## config.mk

```make
export PLATFORM = sky130hd
export DESIGN_NAME = formation_march_ctrl
export DESIGN_NICKNAME = d
export VERILOG_FILES = /design/src/rtl/formation_march_ctrl.sv
export SDC_FILE = /design/constraint.sdc
export NUM_CORES = 1
export LEC_CHECK = 0
export ABC_AREA = 1
export CORE_MARGIN = 8
export CORE_UTILIZATION = 52
export CTS_CLUSTER_DIAMETER = 80
export DETAILED_ROUTE_END_ITERATION = 8
export PLACE_DENSITY = 0.95
export SLEW_MARGIN = 0
export SYNTH_ARGS = -nofsm -noshare
export SYNTH_HDL_FRONTEND = slang
export SYNTH_SLANG_ARGS = --single-unit
```

## constraint.sdc

```tcl
create_clock -name clk -period 3.35 [get_ports clk]
set_clock_uncertainty 0.1 [all_clocks]
set_input_delay 0.8375 -clock clk [delete_from_list [all_inputs] [get_ports clk]]
set_output_delay 0.8375 -clock clk [all_outputs]
set_load 0.01 [all_outputs]
```

## src/rtl/formation_march_ctrl.sv

```systemverilog
// -----------------------------------------------------------------------------
// formation_march_ctrl
//   Sequences the alien formation march. Decides when the block steps
//   horizontally, when it reaches a side and must descend one row, and reports
//   wave-clear and invasion events to game-level control.
//
//   Optional feature macro: FORMATION_SPEEDUP_EN
//     defined   : step period = MIN_PERIOD + (alive_count >> 1), re-latched at
//                 wave start and on every step, so the march speeds up as
//                 aliens die
//     undefined : step period is the constant BASE_PERIOD
//
// Ports
//   clk                 system clock
//   rst_n               asynchronous active-low reset
//   frame_tick          one-cycle pulse per video frame
//   start               one-cycle pulse, begins a wave (from IDLE or INVADED)
//   pause               level, freezes stepping and the frame counter
//   alive_count [7:0]   live aliens; zero while marching ends the wave
//   left_edge  [15:0]   x of leftmost live alien pixel (offset applied)
//   right_edge [15:0]   x of rightmost live alien pixel (offset applied)
//   bottom_edge[15:0]   y of lowest live alien pixel (offset applied)
//   offset_x   [15:0]   signed global x offset
//   offset_y   [15:0]   unsigned global y offset
//   movement_direction  1 = right, 0 = left
//   step_pulse          one cycle per horizontal step
//   descend_pulse       one cycle per descend
//   wave_clear          one cycle when the formation is wiped out
//   invaded             sticky until reset or start
//   busy                high while in MARCH or DESCEND
// -----------------------------------------------------------------------------
module formation_march_ctrl #(
    parameter int unsigned STEP_X      = 4,
    parameter int unsigned STEP_Y      = 16,
    parameter int unsigned MIN_X       = 8,
    parameter int unsigned MAX_X       = 632,
    parameter int unsigned INVADE_Y    = 400,
    parameter int unsigned BASE_PERIOD = 60,
    parameter int unsigned MIN_PERIOD  = 2
) (
    input  logic        clk,
    input  logic        rst_n,
    input  logic        frame_tick,
    input  logic        start,
    input  logic        pause,
    input  logic [7:0]  alive_count,
    input  logic [15:0] left_edge,
    input  logic [15:0] right_edge,
    input  logic [15:0] bottom_edge,
    output logic [15:0] offset_x,
    output logic [15:0] offset_y,
    output logic        movement_direction,
    output logic        step_pulse,
    output logic        descend_pulse,
    output logic        wave_clear,
    output logic        invaded,
    output logic        busy
);

    localparam int unsigned POS_W = 16;
    localparam int unsigned CMP_W = POS_W + 1;
    localparam int unsigned CNT_W = 9;
    localparam int unsigned BASE_CLAMPED =
        (BASE_PERIOD < MIN_PERIOD) ? MIN_PERIOD : BASE_PERIOD;

    typedef enum logic [1:0] {
        IDLE    = 2'd0,
        MARCH   = 2'd1,
        DESCEND = 2'd2,
        INVADED = 2'd3
    } state_e;

    state_e             state_q, state_d;
    logic [CNT_W-1:0]   cnt_q, cnt_d;
    logic [CNT_W-1:0]   period_q, period_d;
    logic [POS_W-1:0]   offset_x_q, offset_x_d;
    logic [POS_W-1:0]   offset_y_q, offset_y_d;
    logic               dir_q, dir_d;
    logic               step_q, step_d;
    logic               descend_q, descend_d;
    logic               wave_clear_q, wave_clear_d;
    logic               invaded_q, invaded_d;
    logic               busy_q, busy_d;

    logic               tick_ok;
    logic               step_due;
    logic               empty;
    logic               hit_right;
    logic               hit_left;
    logic               hit_edge;
    logic               will_invade;
    logic [CNT_W-1:0]   period_calc;

    // Edge tests widened by one bit so the additions cannot wrap.
    assign hit_right   = ({1'b0, right_edge} + CMP_W'(STEP_X)) > CMP_W'(MAX_X);
    assign hit_left    = {1'b0, left_edge} < CMP_W'(MIN_X + STEP_X);
    assign hit_edge    = dir_q ? hit_right : hit_left;
    assign will_invade = ({1'b0, bottom_edge} + CMP_W'(STEP_Y)) >= CMP_W'(INVADE_Y);

    assign empty    = (alive_count == 8'd0);
    assign tick_ok  = frame_tick & ~pause;
    assign step_due = tick_ok && (cnt_q >= (period_q - CNT_W'(1)));

    // Step period applied from the next step onward.
`ifdef FORMATION_SPEEDUP_EN
    logic [CNT_W-1:0] period_raw;
    assign period_raw  = CNT_W'(MIN_PERIOD) + CNT_W'(alive_count >> 1);
    assign period_calc = (period_raw < CNT_W'(MIN_PERIOD)) ? CNT_W'(MIN_PERIOD)
                                                            : period_raw;
`else
    assign period_calc = CNT_W'(BASE_CLAMPED);
`endif

    // State register.
    always_ff @(posedge clk or negedge rst_n) begin
        if (!rst_n) begin
            state_q <= IDLE;
        end else begin
            state_q <= state_d;
        end
    end

    // Next-state logic; wave clear outranks any step or descend.
    always_comb begin
        state_d = state_q;
        unique case (state_q)
            IDLE, INVADED: begin
                if (start) begin
                    state_d = MARCH;
                end
            end
            MARCH: begin
                if (empty) begin
                    state_d = IDLE;
                end else if (step_due && hit_edge) begin
                    state_d = DESCEND;
                end
            end
            DESCEND: begin
                if (empty) begin
                    state_d = IDLE;
                end else if (will_invade) begin
                    state_d = INVADED;
                end else begin
                    state_d = MARCH;
                end
            end
            default: state_d = IDLE;
        endcase
    end

    // Output / datapath next values, registered below.
    always_comb begin
        cnt_d        = cnt_q;
        period_d     = period_q;
        offset_x_d   = offset_x_q;
        offset_y_d   = offset_y_q;
        dir_d        = dir_q;
        invaded_d    = invaded_q;
        step_d       = 1'b0;
        descend_d    = 1'b0;
        wave_clear_d = 1'b0;
        busy_d       = (state_d == MARCH) || (state_d == DESCEND);

        unique case (state_q)
            IDLE, INVADED: begin
                if (start) begin
                    cnt_d      = '0;
                    period_d   = period_calc;
                    offset_x_d = '0;
                    offset_y_d = '0;
                    dir_d      = 1'b1;
                    invaded_d  = 1'b0;
                end
            end
            MARCH: begin
                if (empty) begin
                    wave_clear_d = 1'b1;
                end else if (tick_ok) begin
                    if (!step_due) begin
                        cnt_d = cnt_q + CNT_W'(1);
                    end else begin
                        cnt_d    = '0;
                        period_d = period_calc;
                        if (!hit_edge) begin
                            step_d     = 1'b1;
                            offset_x_d = dir_q ? (offset_x_q + POS_W'(STEP_X))
                                               : (offset_x_q - POS_W'(STEP_X));
                        end
                    end
                end
            end
            DESCEND: begin
                if (empty) begin
                    wave_clear_d = 1'b1;
                end else begin
                    descend_d  = 1'b1;
                    offset_y_d = offset_y_q + POS_W'(STEP_Y);
                    dir_d      = ~dir_q;
                    if (will_invade) begin
                        invaded_d = 1'b1;
                    end
                end
            end
            default: ;
        endcase
    end

    // Datapath and output registers.
    always_ff @(posedge clk or negedge rst_n) begin
        if (!rst_n) begin
            cnt_q        <= '0;
            period_q     <= CNT_W'(BASE_CLAMPED);
            offset_x_q   <= '0;
            offset_y_q   <= '0;
            dir_q        <= 1'b1;
            step_q       <= 1'b0;
            descend_q    <= 1'b0;
            wave_clear_q <= 1'b0;
            invaded_q    <= 1'b0;
            busy_q       <= 1'b0;
        end else begin
            cnt_q        <= cnt_d;
            period_q     <= period_d;
            offset_x_q   <= offset_x_d;
            offset_y_q   <= offset_y_d;
            dir_q        <= dir_d;
            step_q       <= step_d;
            descend_q    <= descend_d;
            wave_clear_q <= wave_clear_d;
            invaded_q    <= invaded_d;
            busy_q       <= busy_d;
        end
    end

    assign offset_x           = offset_x_q;
    assign offset_y           = offset_y_q;
    assign movement_direction = dir_q;
    assign step_pulse         = step_q;
    assign descend_pulse      = descend_q;
    assign wave_clear         = wave_clear_q;
    assign invaded            = invaded_q;
    assign busy               = busy_q;

endmodule
```

==> run summary, run 1 <==
impl run done, here's what came out: outcome finished clean, Fin Setup TNS 0 ns, worst vdd ir 458 uV, RSZ-0062 raised after global routing false, worst flop-to-flop path startpoint movement_direction$_DFFE_PN1P_, Post-synth EDFFs 0, synthesized area 3370 sq um, num ports 99, OpenROAD warning count 31, final setup vio count 0, max-cap violations 0, Port Buf Inserts 90, count leader, synth nand2_1, post-layout min period 2.85 ns, Power Density 553 nW/um^2, H-tree depth 2, CTS tree yes, final hold viol count 0, top cells, area dfrtp_1 31%, nand2_1 12%, ha_1 7.4%, inv_1 7.3%, nor2_1 6.1%, synthesized area per cell 7.07 sq um, cell mode on critical path nand2_1, Tot GR Track Use 18.9%, largest net degree at the start of global routing 44, DRT iter0 DRCs 165, DP HPWL 6930 um, DR WL/cell 13.2 um, Crit path buffers/inverters 2, fin crit share 85.0%, row cnt 29, core box area 6310 sq um, Vias per Instance 5.25, Reg2Reg Depth 13, f_max 351 MHz, Core Util, Final 70.4%, Worst setup EP type register, Worst Tran Pin Value 0.932 ns, yosys warning tally 0, Crit-path slowest cell clkdlybuf4s50_1, Worst-path clk slew 0.08 ns, Post-synth top cells 112 x nand2_1, 66 x inv_1, 55 x nor2_1, 42 x dfrtp_1, 30 x nand3_1, crit path cell chain clkdlybuf4s50_1 -> ha_1 -> nand2_1 -> nor2_2 -> nand2_1 -> nand2_1 -> nand2_1 -> nor2_1 -> nand2_1 -> nor2_2 -> nand3_2 -> nand3_2 -> nand3_4 -> inv_4 -> nand2_4 -> o21ai_1, global route total overflow 0, die area 9310 sq um, chip width 96.5 um, hold_buf cts 0, Post-CTS Setup Repair Bufs 0, clock buffer depth 2, YS chip area 3370 sq um, crit path to offset_x[13]$_DFFE_PN0P_, Area growth, synth to finish 31.8%, clock sinks 43, Top non-seq family simple AND/OR/NAND/NOR gates, Main synth FF type dfrtp_1, # Cells Yosys 477, first-pass GRT wire length 14400 um, Area leader share 31.2%, critical path depth in cells 16, maximum fanout along the worst path 13, LEAKAGE 2.10 nW, share of cells above drive strength 1 7.17%, Basic Gates by Area 33.2%, clock root cell clkbuf_8, post-cts resize count 0, WP data required 3.48 ns, xor+xnor area frac 4.68%, Adder Share, Synth 8.02%, Arr. time, crit path 2.97 ns, # diodes 0, vias in the first global route 3351, worst min-delay path class register to register, initial antenna violation count 0, reg-to-reg slack, setup 0.60 ns, slowest stage delay, CP 0.54 ns, post-route ant nets 0, CP Launch Type input pin, worst setup path start right_edge[2], Synth Seq Share 32.0%, final slew viol count 0, Pre-Repair DR Iteration Count 4, WS Path Type input pin to register, complex-gate fraction of the synthesized area 12.2%
run 1: tightest hold or removal path, cell delays in order, from the launching register on:
cell,delay (ns)
dfrtp_1,0.34
nand2_1,0.05
inv_1,0.04
run 1: area by class of cell:
class / instances / area, sq um / share of cell area [%]
Multi-Input combinational cell: 360 / 1980 / 44.6
Sequential cell: 43 / 1080 / 24.2
Timing Repair Buffer: 91 / 903 / 20.3
Inverter: 70 / 265 / 5.97
Tap cell: 77 / 96.3 / 2.17
Clock buffer: 6 / 82.6 / 1.86
Clock inverter: 2 / 38.8 / 0.873
run 1: worst min-delay path by stage:
stage	to	slack, ns	start	cells past startpoint
2_1_floorplan	cnt_q[8]$_DFFE_PN0P_	0.33	cnt_q[8]$_DFFE_PN0P_	2
3_3_place_gp	cnt_q[8]$_DFFE_PN0P_	0.34	cnt_q[8]$_DFFE_PN0P_	2
3_5_place_dp	cnt_q[8]$_DFFE_PN0P_	0.35	cnt_q[8]$_DFFE_PN0P_	2
4_1_cts	cnt_q[8]$_DFFE_PN0P_	0.38	cnt_q[8]$_DFFE_PN0P_	2
5_1_grt	cnt_q[8]$_DFFE_PN0P_	0.39	cnt_q[8]$_DFFE_PN0P_	2
6_report	cnt_q[8]$_DFFE_PN0P_	0.37	cnt_q[8]$_DFFE_PN0P_	2
run 1: state kept, by name (all words and copies together) (netlist names):
signal / flops
offset_x: 14
offset_y: 12
cnt_q: 9
state_q: 2
busy: 1
descend_pulse: 1
invaded: 1
movement_direction: 1
step_pulse: 1
wave_clear: 1
run 1: metrics by stage:
step	setup WS, ns	hold WS, ns	instance area, sq um	cells
after global routing	0.278	0.391	4440	649
after floorplan	0.986	0.329	3390	482
after detailed placement	0.191	0.354	4320	641
after global placement	0.277	0.343	4320	641
after CTS	0.505	0.376	4440	649
final	0.503	0.367	4440	649
run 1: metal layers:
metal	global-route usage, %	up-vias	part of all wire, %	routed length (um)
met4	5.42	0	0.66	57
met2	35.5	90	53	4540
li1	-	1735	-	-
met5	0	-	0	0
met3	4.33	7	7.4	636
met1	20.4	1578	39	3350
run 1: power breakdown:
group	total [mW]	internal [mW]	switching (mW)	leakage [nW]
logic	1.27	0.547	0.725	1.46
clock network	0.435	0.245	0.190	0.0618
registers	0.751	0.640	0.111	0.579
run 1: cells in the final DEF (no fill, tap or decap), types with 3 or more instances in the layout:
cell type	netlist	layout
inv_2	3	3
nor2_2	7	7
inv_1	66	66
clkdlybuf4s50_1	0	89
dfrtp_1	42	42
o21bai_1	3	3
nand4_1	13	13
xor2_1	11	11
a21oi_1	28	28
clkbuf_8	0	6
nor2_1	55	55
nand2_1	112	112
nor3b_1	3	3
nor3_1	11	11
conb_1	1	6
nand3_1	30	30
xnor2_1	7	7
o21ai_1	4	4
o21ai_2	9	9
ha_1	20	20
nor4_1	6	6
o21ai_0	15	15
run 1: cell families (layout without fill, tap and decap cells):
group,Yosys count,after routing
flip-flops,43,43
AND/OR/NAND/NOR,247,247
buffers and inverters,79,169
adder cells (fa/ha/maj),21,21
XOR/XNOR,18,18
AND-OR/OR-AND,68,68
other,1,6
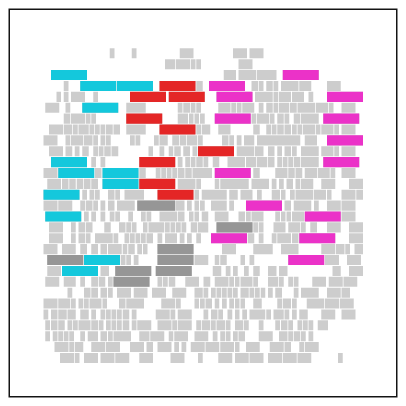
Figure 1: run 1, sequential cells grouped by signal name.
Scale: 4 px per um. Other sequential cells in the stronger grey, the rest of the logic in the fainter grey.
Key: cyan = offset_y [placed flops 12]; magenta = offset_x [placed flops 14]; red = cnt_q [placed flops 9]

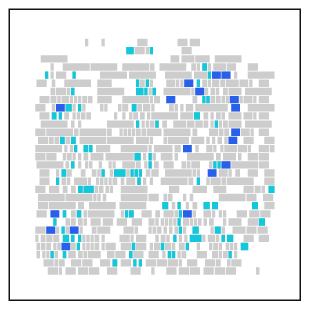
Figure 2: run 1, gate-type map.
Scale: 3 px per um.
Key: cyan = nor cells [cells 85]; blue = xor and xnor cells [cells 18]

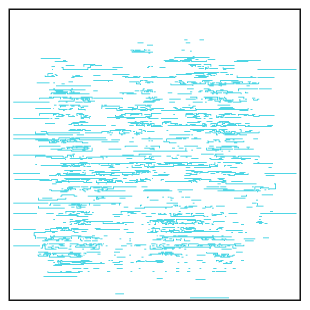
Figure 3: run 1, met1 routing.
Scale: 3 px per um.
The layer carries 3350 um of wire. The layer holds 39% of the routed length. 587 nets have wire on it. The longest straight run is 23.5 um. The wires run mostly horizontal.
WL final: 8590 um
met1 Use GR: 20.4%
via count: 3410

==> run 2: changes to the inputs <==
- CORE_UTILIZATION: 52 -> 48
- PLACE_DENSITY: 0.95 -> 0.89
- clock period: 3.35 -> 2.9 ns (I/O delays scaled with it)
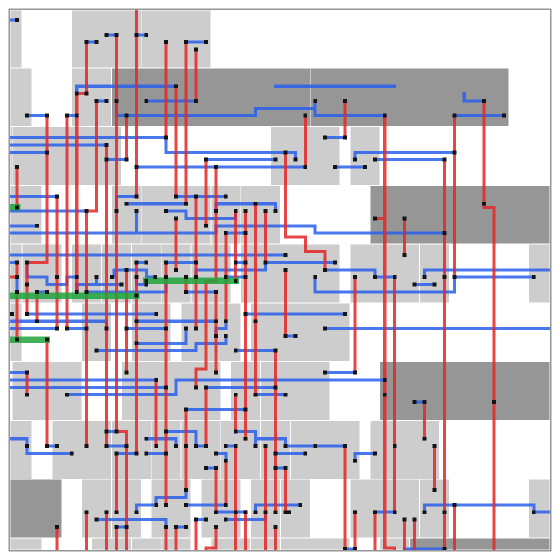
Figure 4: run 2, zoomed window.
Window x 62 to 87, y 62 to 87 um. Cells in grey, sequential cells in the stronger grey; small squares are vias.
Key: blue = M1; green = M3; red = M2
Most frequent: nand2_1 (11), a21oi_1 (5), o21ai_2 (5). Sequential cells in the window: 4. Netlist names of flops here include offset_x (4). 47 logic cells have their middle in the window.

==> run 2 against run 1 <==
Effect of this change: sequential power increased by 15%; total power increased by 16%; synthesized cell count unchanged; final cell count increased by 3.7%; flip-flop count unchanged; synthesized area unchanged; non-clock buffer count increased by 5; highest routed layer unchanged.
==> run summary, run 2 <==
impl run done, here's what came out: Logic area 1980 sq um (unchanged), H-tree depth 2 (unchanged), WL final 8870 um (was 8590 um), Clock power frac 17.1% (was 17.7%), relative slew slack 38.3% (was 37.9%), Sequential Area 1080 sq um (unchanged), WS Path Type input pin to register (unchanged), Worst Tran Pin Value 0.926 ns (was 0.932 ns), final slew viol count 0 (unchanged), worst vdd ir 413 uV (was 458 uV), Internal 1.65 mW (was 1.43 mW), vias in the first global route 3495 (was 3351), post-cts resize count 0 (unchanged), min-delay src cnt_q[8]$_DFFE_PN0P_ (unchanged), Seq pwr share 30.0% (was 30.6%), fin worst setup slack 0.206 ns (was 0.503 ns), Mux cell area share 0% (unchanged), area leader, netlist dfrtp_1 (unchanged), row cnt 30 (was 29), DRT iter0 DRCs 155 (was 165), most frequent cells in the layout 112 x nand2_1, 89 x clkdlybuf4s50_1, 66 x inv_1, 55 x nor2_1, 42 x dfrtp_1 (unchanged), xor+xnor area frac 4.68% (unchanged), Latency at later pin 0.31 ns (was 0.30 ns), clock buffer depth 2 (unchanged), combinational share of power 52.8% (was 51.7%), Pre-Repair DR Iteration Count 4 (unchanged), OpenROAD warning count 31 (unchanged), Adder Share, Synth 8.02% (unchanged), Vias per Instance 5.12 (was 5.25), post-layout min period 2.69 ns, YS chip area 3370 sq um (unchanged), CP Launch Type input pin (unchanged), fin crit share 92.9%, most frequent logic cell in the layout nand2_1 (unchanged), Worst setup EP type register (unchanged), Die Span Y 99.8 um (was 96.5 um), WP data required 2.99 ns (was 3.48 ns), clock sinks 43 (unchanged), fillers 599 (was 534), DP HPWL 7250 um (was 6930 um), outcome finished clean (unchanged), complex-gate fraction of the synthesized area 12.2% (unchanged), synthesized netlist cell count 477 (unchanged), NumNets Final 658 (was 653), via count 3447 (was 3410), synthesized area per cell 7.07 sq um (unchanged), Post-synth EDFFs 0 (unchanged), Top non-seq family simple AND/OR/NAND/NOR gates (unchanged), CTS Buf Count 5 (unchanged), Synth Seq Share 32.0% (unchanged), post-route ant nets 0 (unchanged), DR DRC count 0 (unchanged), Area growth, synth to finish 33.5% (was 31.8%), # diodes 0 (unchanged), Final GP Congestion 0.894 (was 0.883), DR WL/cell 13.2 um (about the same), Placement Setup Slack -0.135 ns (was 0.191 ns), maximum fanout along the worst path 13 (unchanged), f_max 371 MHz, worst flop-to-flop path startpoint movement_direction$_DFFE_PN1P_ (unchanged), num ports 99 (unchanged), max reg flops 14 (unchanged), Port Buf Inserts 90 (unchanged), asr flop ratio synth 100% (unchanged), # Cells Yosys 477 (unchanged), top cells, area dfrtp_1 31%, nand2_1 12%, ha_1 7.4%, inv_1 7.3%, nor2_1 6.1% (unchanged), Main synth FF type dfrtp_1 (unchanged), chip width 99.8 um (was 96.5 um), Post-synth top cells 112 x nand2_1, 66 x inv_1, 55 x nor2_1, 42 x dfrtp_1, 30 x nand3_1 (unchanged), Fin Setup TNS 0 ns (unchanged), clock root cell clkbuf_8 (unchanged), final setup vio count 0 (unchanged), FP Core Util 49.6% (was 53.4%), count leader, synth nand2_1 (unchanged), global route total overflow 0 (unchanged), final hold viol count 0 (unchanged), ys flops 43 (unchanged), RSZ-0062 raised after global routing false (unchanged), Basic Gates by Area 33.2% (unchanged), share of cells above drive strength 1 7.97% (was 7.17%), Arr. time, crit path 2.79 ns (was 2.97 ns), core box area 6790 sq um (was 6310 sq um), largest net degree at the start of global routing 44 (unchanged), initial antenna violation count 0 (unchanged), CTS tree yes (unchanged), net switching power 1.21 mW (was 1.03 mW), Power Density 636 nW/um^2 (was 553 nW/um^2), die area 9960 sq um (was 9310 sq um), synthesized area 3370 sq um (unchanged), Synth cell types 42 (unchanged), Power Total 2.86 mW (was 2.46 mW), yosys warning tally 0 (unchanged), Area leader share 31.2% (unchanged), Core Util, Final 66.2% (was 70.4%), worst min-delay path class register to register (unchanged), max-cap violations 0 (unchanged), Worst-path clk slew 0.09 ns (was 0.08 ns), Switching Share 42.3% (was 41.7%), hold_buf cts 0 (unchanged), Post-CTS Setup Repair Bufs 0 (unchanged), first-pass GRT wire length 14700 um (was 14400 um), Tot GR Track Use 17.7% (was 18.9%), LEAKAGE 2.12 nW (was 2.10 nW), worst setup path start right_edge[3] (was right_edge[2])
[run 2: cell counts after synthesis]
Identical to the previous run, type by type.
[run 2: final timing paths]
path                                                  to  slack [ns]  cells after the start
worst min-delay path                cnt_q[8]$_DFFE_PN0P_        0.37                      2
max in group asynchronous           cnt_q[5]$_DFFE_PN0P_        1.68                      1
worst max register to register  offset_x[12]$_DFFE_PN0P_        0.40                     10
min in group asynchronous       offset_x[11]$_DFFE_PN0P_        0.45                      1
worst min register to register      cnt_q[8]$_DFFE_PN0P_        0.37                      2
worst max-delay path            offset_x[13]$_DFFE_PN0P_        0.21                     16
[run 2: kinds of logic after synthesis]
logic type	after synthesis
other	1
AND-OR/OR-AND	68
XOR/XNOR	18
adder cells (fa/ha/maj)	21
flip-flops	43
buffers and inverters	79
AND/OR/NAND/NOR	247
[run 2: power by group through the flow]
stage / combinational, mW / clock [mW] / sequential (mW)
global placement: 1.43 / 0 / 0.862
floorplan: 0.927 / 0 / 0.900
detailed placement: 1.51 / 0 / 0.869
CTS: 1.52 / 0.501 / 0.859
global route: 1.68 / 0.523 / 0.878
finish: 1.51 / 0.491 / 0.860
[run 2: worst max-delay path, cell delays in order]
cell and delay, ns:
clkdlybuf4s50_1 0.52, ha_1 0.22, nand2_1 0.10, nor2_2 0.14, nand2_1 0.09, nand2_1 0.06, nand2_1 0.05, nor2_1 0.09
nand2_1 0.07, nor2_2 0.09, nand3_2 0.09, nand3_2 0.10, nand3_4 0.08, buf_4 0.20, nand2_1 0.08, o21ai_1 0.07
[run 2: final cells by class]
cell class,count,share of cell area (%)
clock buffer,5,1.53
clock inverter,3,1.06
inverter,70,5.89
multi-input combinational,360,44.0
sequential,43,23.9
tap,96,2.67
timing repair buffer,96,20.9
[run 2: through the flow]
step                      std cells  cell area, sq um  hold WS [ns]
after global routing            673              4500         0.398
after detailed placement        665              4380         0.348
final                           673              4500         0.365
after CTS                       673              4500         0.370
after global placement          665              4380         0.343
after floorplan                 482              3390         0.329
[run 2: routing by layer]
layer	up-vias	routed length [um]	part of all wire (%)	track usage, %
li1	1748	-	-	-
met1	1595	3500	39	18.3
met2	92	4720	53	33.9
met3	12	514	5.8	4.50
met4	0	139	1.6	5.01
met5	-	0	0	0
Power is estimated from default activity; no workload was simulated.
